===== src/rtl/fifo_sr_rd_stream.sv =====
// Registered valid/ready read adapter for the shift-register FIFO, two-entry skid buffer.
// Pop to out_valid_r in one cycle; pops only while a slot is free or one drains, so out_ready never reaches out_data.
module fifo_sr_rd_stream #(
    parameter int W  = 32,
    parameter int CW = 16
) (
    input  logic          clk,
    input  logic          rst,
    input  logic          fifo_empty_r,
    input  logic [W-1:0]  fifo_pop_data,
    input  logic          fifo_pop_data_valid_r,
    output logic          fifo_pop,
    output logic          out_valid_r,
    output logic [W-1:0]  out_data,
    input  logic          out_ready,
    input  logic          flush,
    output logic [CW-1:0] xfer_cnt_r,
    output logic          err_r
);

    logic [W-1:0] slot [2];
    logic         wsel_r;
    logic         rsel_r;
    logic [1:0]   cnt_r;
    logic [1:0]   cnt_nxt;
    logic         pop_d_r;
    logic         out_fire;

    assign out_fire = out_valid_r & out_ready;
    assign fifo_pop = ~flush & ~fifo_empty_r & ((cnt_r != 2'd2) | out_ready);
    assign out_data = slot[rsel_r];
    assign cnt_nxt  = cnt_r + 2'(fifo_pop) - 2'(out_fire);

    // Data slots carry no reset; only the control state below does.
    always_ff @(posedge clk) begin
        if (fifo_pop) begin
            slot[wsel_r] <= fifo_pop_data;
        end
    end

    always_ff @(posedge clk or posedge rst) begin
        if (rst) begin
            wsel_r      <= 1'b0;
            rsel_r      <= 1'b0;
            cnt_r       <= 2'd0;
            out_valid_r <= 1'b0;
            pop_d_r     <= 1'b0;
            err_r       <= 1'b0;
            xfer_cnt_r  <= '0;
        end else begin
            if (flush) begin
                wsel_r      <= 1'b0;
                rsel_r      <= 1'b0;
                cnt_r       <= 2'd0;
                out_valid_r <= 1'b0;
            end else begin
                if (fifo_pop) begin
                    wsel_r <= ~wsel_r;
                end
                if (out_fire) begin
                    rsel_r <= ~rsel_r;
                end
                cnt_r       <= cnt_nxt;
                out_valid_r <= (cnt_nxt != 2'd0);
            end
            // The FIFO echoes every pop exactly one cycle later; any disagreement is sticky.
            pop_d_r <= fifo_pop;
            if (fifo_pop_data_valid_r != pop_d_r) begin
                err_r <= 1'b1;
            end
            // A fire coincident with flush still counts: the consumer took that word.
            if (out_fire && (xfer_cnt_r != {CW{1'b1}})) begin
                xfer_cnt_r <= xfer_cnt_r + CW'(1);
            end
        end
    end

endmodule


===== config.mk =====
export PLATFORM = sky130hd
export DESIGN_NAME = fifo_sr_rd_stream
export DESIGN_NICKNAME = d
export VERILOG_FILES = /design/src/rtl/fifo_sr_rd_stream.sv
export SDC_FILE = /design/constraint.sdc
export NUM_CORES = 1
export LEC_CHECK = 0
export CORE_ASPECT_RATIO = 1.25
export CORE_MARGIN = 2
export CORE_UTILIZATION = 44
export DETAILED_ROUTE_END_ITERATION = 8
export PLACE_DENSITY = 0.76
export SLEW_MARGIN = 0
export SYNTH_ARGS = -nofsm -noshare
export SYNTH_HDL_FRONTEND = slang
export SYNTH_SLANG_ARGS = --single-unit

===== constraint.sdc =====
create_clock -name clk -period 2.5 [get_ports clk]
set_clock_uncertainty 0.05 [all_clocks]
set_input_delay 0.5 -clock clk [delete_from_list [all_inputs] [get_ports clk]]
set_output_delay 0.5 -clock clk [all_outputs]
set_load 0.05 [all_outputs]

Run 1, selected gate families:
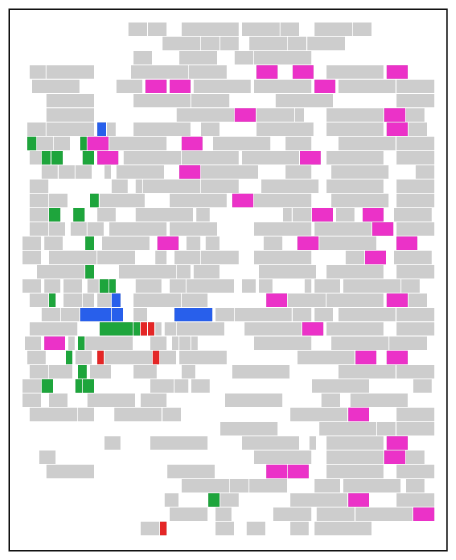
red -> inverters  # cells 5
magenta -> multiplexers  # cells 35
green -> NAND gates  # cells 22, where middle left
blue -> inverting AOI/OAI gates  # cells 5, where middle left

Run 1, register map, names as in the netlist:
Scale bar: 20 µm. Other sequential cells in the stronger grey, the rest of the logic in the fainter grey.
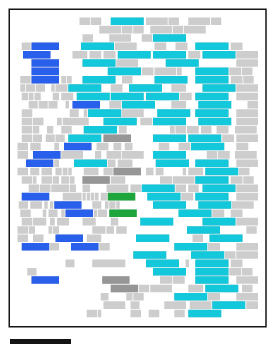
blue -> xfer_cnt_r  # sequential cells 16
cyan -> slot  # sequential cells 64
green -> cnt_r  # sequential cells 2
not coloured = 5

Run 1, drive-strength map:
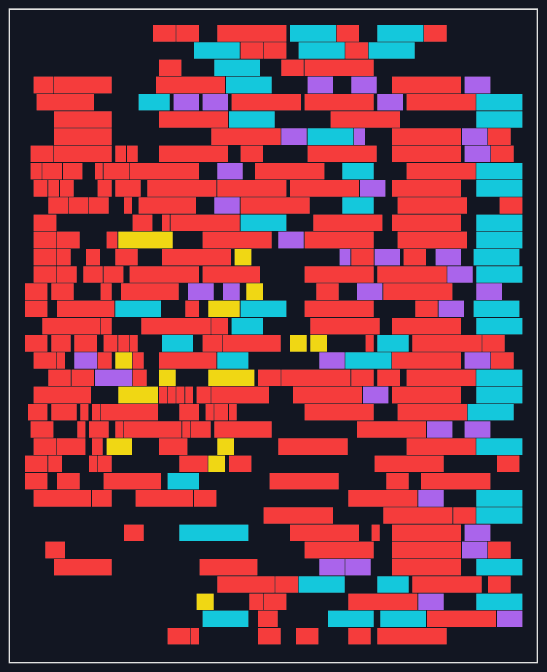
red -> drive 1 or less  # cells 213, share 69%
purple -> drive 2  # cells 37, share 12%
yellow -> drive 3 to 4  # cells 14, share 4.5%
cyan -> drive 6 and up  # cells 45, share 15%
post-route cell area: 0.00505 mm²
number of signal-net buffers in the layout: 98
final worst slack: 138 ps
area grow syn2layout: 46.4%

==> impl_metrics.py, run 1 <==
# Metrics from the implementation run
metrics = {
    "finish": {
        "n_clock_buffer": 12,
        "largest_register_ffs": 64,
        "nets": 345,
        "fillerInstances": 529,
        "diodes": 0,
        "n_all_inverters": 5,
        "seq-cell-share": 0.495,
        "flop-count": 87,
    },
    "floorplan": {
        "coreArea_mm2": 0.00770,
        "dieArea_mm2": 0.00856,
    },
    "route": {
        "post_drt_wl_per_cell_um": 16.0,
    },
    "sta": {
        "rsz0062_at_grt": "false",
        "fin_crit_sh": 0.945,
        "finalMaxSlewViolations": 0,
        "worst_slew_pin_slew_ps": 505,
    },
    "clocking": {
        "clockRootBuffer": "clkbuf_8",
        "insertion_delay_ps": 340,
        "clkTransAtPathRegs_ps": 80,
    },
    "critical_path": {
        "crit_buf_inv": 3,
        "arrival_ps": 1810,
        "crit_fanout": 5,
        "required_ps": 1950,
        "cpPeakStageDelay_ps": 560,
        "critPathCapture": "fifo_pop",
    },
    "yosys": {
        "xor_area_frac": 0.0407,
        "syn_avg_cell_area_um2": 17.2,
        "netlist_area_mm2": 0.00345,
        "synthTopCellsByCount": "edfxtp_1 (64), mux2_2 (32), dfrtp_1 (23), xnor2_1 (12)",
        "ys_seq_share": 0.725,
    },
    "hold_path": {
        "hold_path_class": "reg2reg",
    },
    "power_and_ir_drop": {
        "internal-power_mw": 2.88,
        "switching_power_mw": 1.39,
    },
    "run_status": {
        "status": "finished, final reports clean",
    },
}
-- run 1: per-layer routing --
metal	global-route usage	vias to the layer above	wire (µm)
li1	-	958	-
met1	0.178	982	2630
met2	0.272	72	3290
met3	0.0512	9	458
met4	0.0731	0	93
met5	0	-	0
-- run 1: metrics by stage --
| stage | setup slack, ps | instances | cell area [µm²] | utilization | hold slack (ps) |
|---|---|---|---|---|---|
| floorplan | 192 | 200 | 3460 | - | 419 |
| global placement | 147 | 388 | 4860 | 0.631 | 403 |
| detailed placement | 129 | 388 | 4860 | 0.631 | 402 |
| CTS | 126 | 404 | 5050 | 0.655 | 425 |
| global route | 77.4 | 404 | 5050 | 0.655 | 454 |
| finish | 138 | 404 | 5050 | 0.655 | 420 |
Run 1, track usage over the die:
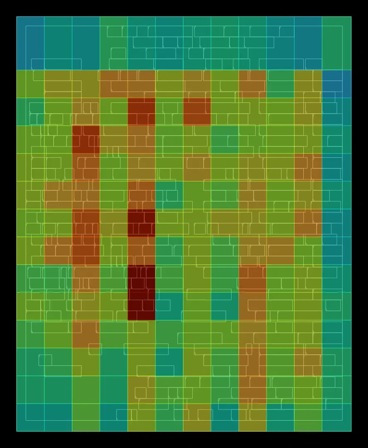

==> run 2, diff against run 1 <==
--- a/config.mk
+++ b/config.mk
@@ -7,9 +7,9 @@
 export LEC_CHECK = 0
 export CORE_ASPECT_RATIO = 1.25
 export CORE_MARGIN = 2
-export CORE_UTILIZATION = 44
+export CORE_UTILIZATION = 48
 export DETAILED_ROUTE_END_ITERATION = 8
-export PLACE_DENSITY = 0.76
+export PLACE_DENSITY = 0.8
 export SLEW_MARGIN = 0
 export SYNTH_ARGS = -nofsm -noshare
 export SYNTH_HDL_FRONTEND = slang
==> constraint.sdc (replaced) <==
create_clock -name clk -period 2.45 [get_ports clk]
set_clock_uncertainty 0.05 [all_clocks]
set_input_delay 0.49 -clock clk [delete_from_list [all_inputs] [get_ports clk]]
set_output_delay 0.49 -clock clk [all_outputs]
set_load 0.05 [all_outputs]
Run 2, track usage over the die:
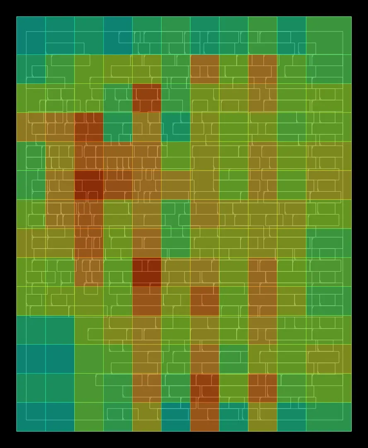
met1 GRT Util: 0.228
GR peak layer: met2
DR WL/cell: 16.8 µm

==> run 2 against run 1 <==
- hold slack lost 0.68 ps
- first-iteration DRC count grew 47%
- routed wire length grew 2.9%
- critical path depth is the same
- critical endpoint unchanged
- total power grew 2.9%
- clock-buffer cell count shrank 3
- sequential power is essentially flat
==> impl_metrics.py, run 2 <==
# Metrics from the implementation run
metrics = {
    "critical_path": {
        "arrival_ps": 1780,
        "critPathCapture": "fifo_pop",
        "crit_buf_inv": 3,
        "cpPeakStageDelay_ps": 550,
        "required_ps": 1910,
        "crit_fanout": 5,
    },
    "sta": {
        "layout_setup_ws_ps": 131,
        "period_minus_slack_ps": 2320,
        "fin_crit_sh": 0.947,
        "finalMaxSlewViolations": 0,
        "hold_slack_ps": 419,
        "worst_slew_pin_slew_ps": 527,
        "rsz0062_at_grt": "false",
    },
    "hold_path": {
        "hold_path_class": "in2async",
    },
    "run_status": {
        "status": "finished, final reports clean",
    },
    "power_and_ir_drop": {
        "switching_power_mw": 1.46,
        "p_comb_frac": 0.365,
        "p_total_mw": 4.39,
        "internal-power_mw": 2.93,
    },
    "yosys": {
        "mux_area_frac": 0.114,
        "syn_avg_cell_area_um2": 17.2,
        "ys_seq_share": 0.725,
        "xor_area_frac": 0.0407,
        "synthTopCellsByCount": "edfxtp_1 (64), mux2_2 (32), dfrtp_1 (23), xnor2_1 (12)",
        "netlist_area_mm2": 0.00345,
        "synth_cell_types": 33,
        "ys_warn_count": 0,
    },
    "finish": {
        "diodes": 0,
        "finalInstanceArea_mm2": 0.00504,
        "stdcell_count": 396,
        "nets": 343,
        "largest_register_ffs": 64,
        "area_growth_pct": 46.1,
        "final_cell_mix": "edfxtp_1 (64), clkdlybuf4s50_1 (55), buf_12 (35)",
        "final_util": 0.722,
    },
    "clocking": {
        "clockRootBuffer": "clkbuf_8",
        "insertion_delay_ps": 350,
        "clkTransAtPathRegs_ps": 90,
    },
    "route": {
        "met1_length_mm": 2.76,
        "top_layer_used": "met4",
        "wl_met3_um": 412,
        "wl_met2_mm": 3.39,
    },
    "global_route": {
        "met3_usage": 0.0485,
        "met2_usage": 0.294,
        "track_usage": 0.178,
    },
    "place": {
        "placed_cells": 381,
        "place_area_mm2": 0.00484,
        "place_ws_ps": 122,
    },
    "floorplan": {
        "dieArea_mm2": 0.00788,
        "coreArea_mm2": 0.00698,
    },
}
==> run 2: power groups by stage <==
stage | logic [mW] | clock network [mW] | registers [mW]
5_1_grt | 1.69 | 1.05 | 1.84
3_5_place_dp | 1.62 | 0 | 1.85
2_1_floorplan | 0.750 | 0 | 1.98
4_1_cts | 1.62 | 0.996 | 1.82
6_report | 1.60 | 0.967 | 1.82
3_3_place_gp | 1.59 | 0 | 1.85
==> run 2: cell type report <==
cell class / count / area, µm²
clock buffer: 9 / 124
clock inverter: 6 / 71.3
fill: 461 / 1940
inverter: 5 / 18.8
multi-input combinational: 103 / 917
sequential: 87 / 2500
tap: 90 / 113
timing repair buffer: 96 / 1300
==> run 2: worst register-to-register path, stage by stage (launching register included) <==
cell and delay, ps:
dfrtp_1 430, ha_1 260, and4_4 230, a41oi_2 180, buf_4 200, mux2_1 330
Power figures rest on the tool's default switching activity, not on a simulated workload.
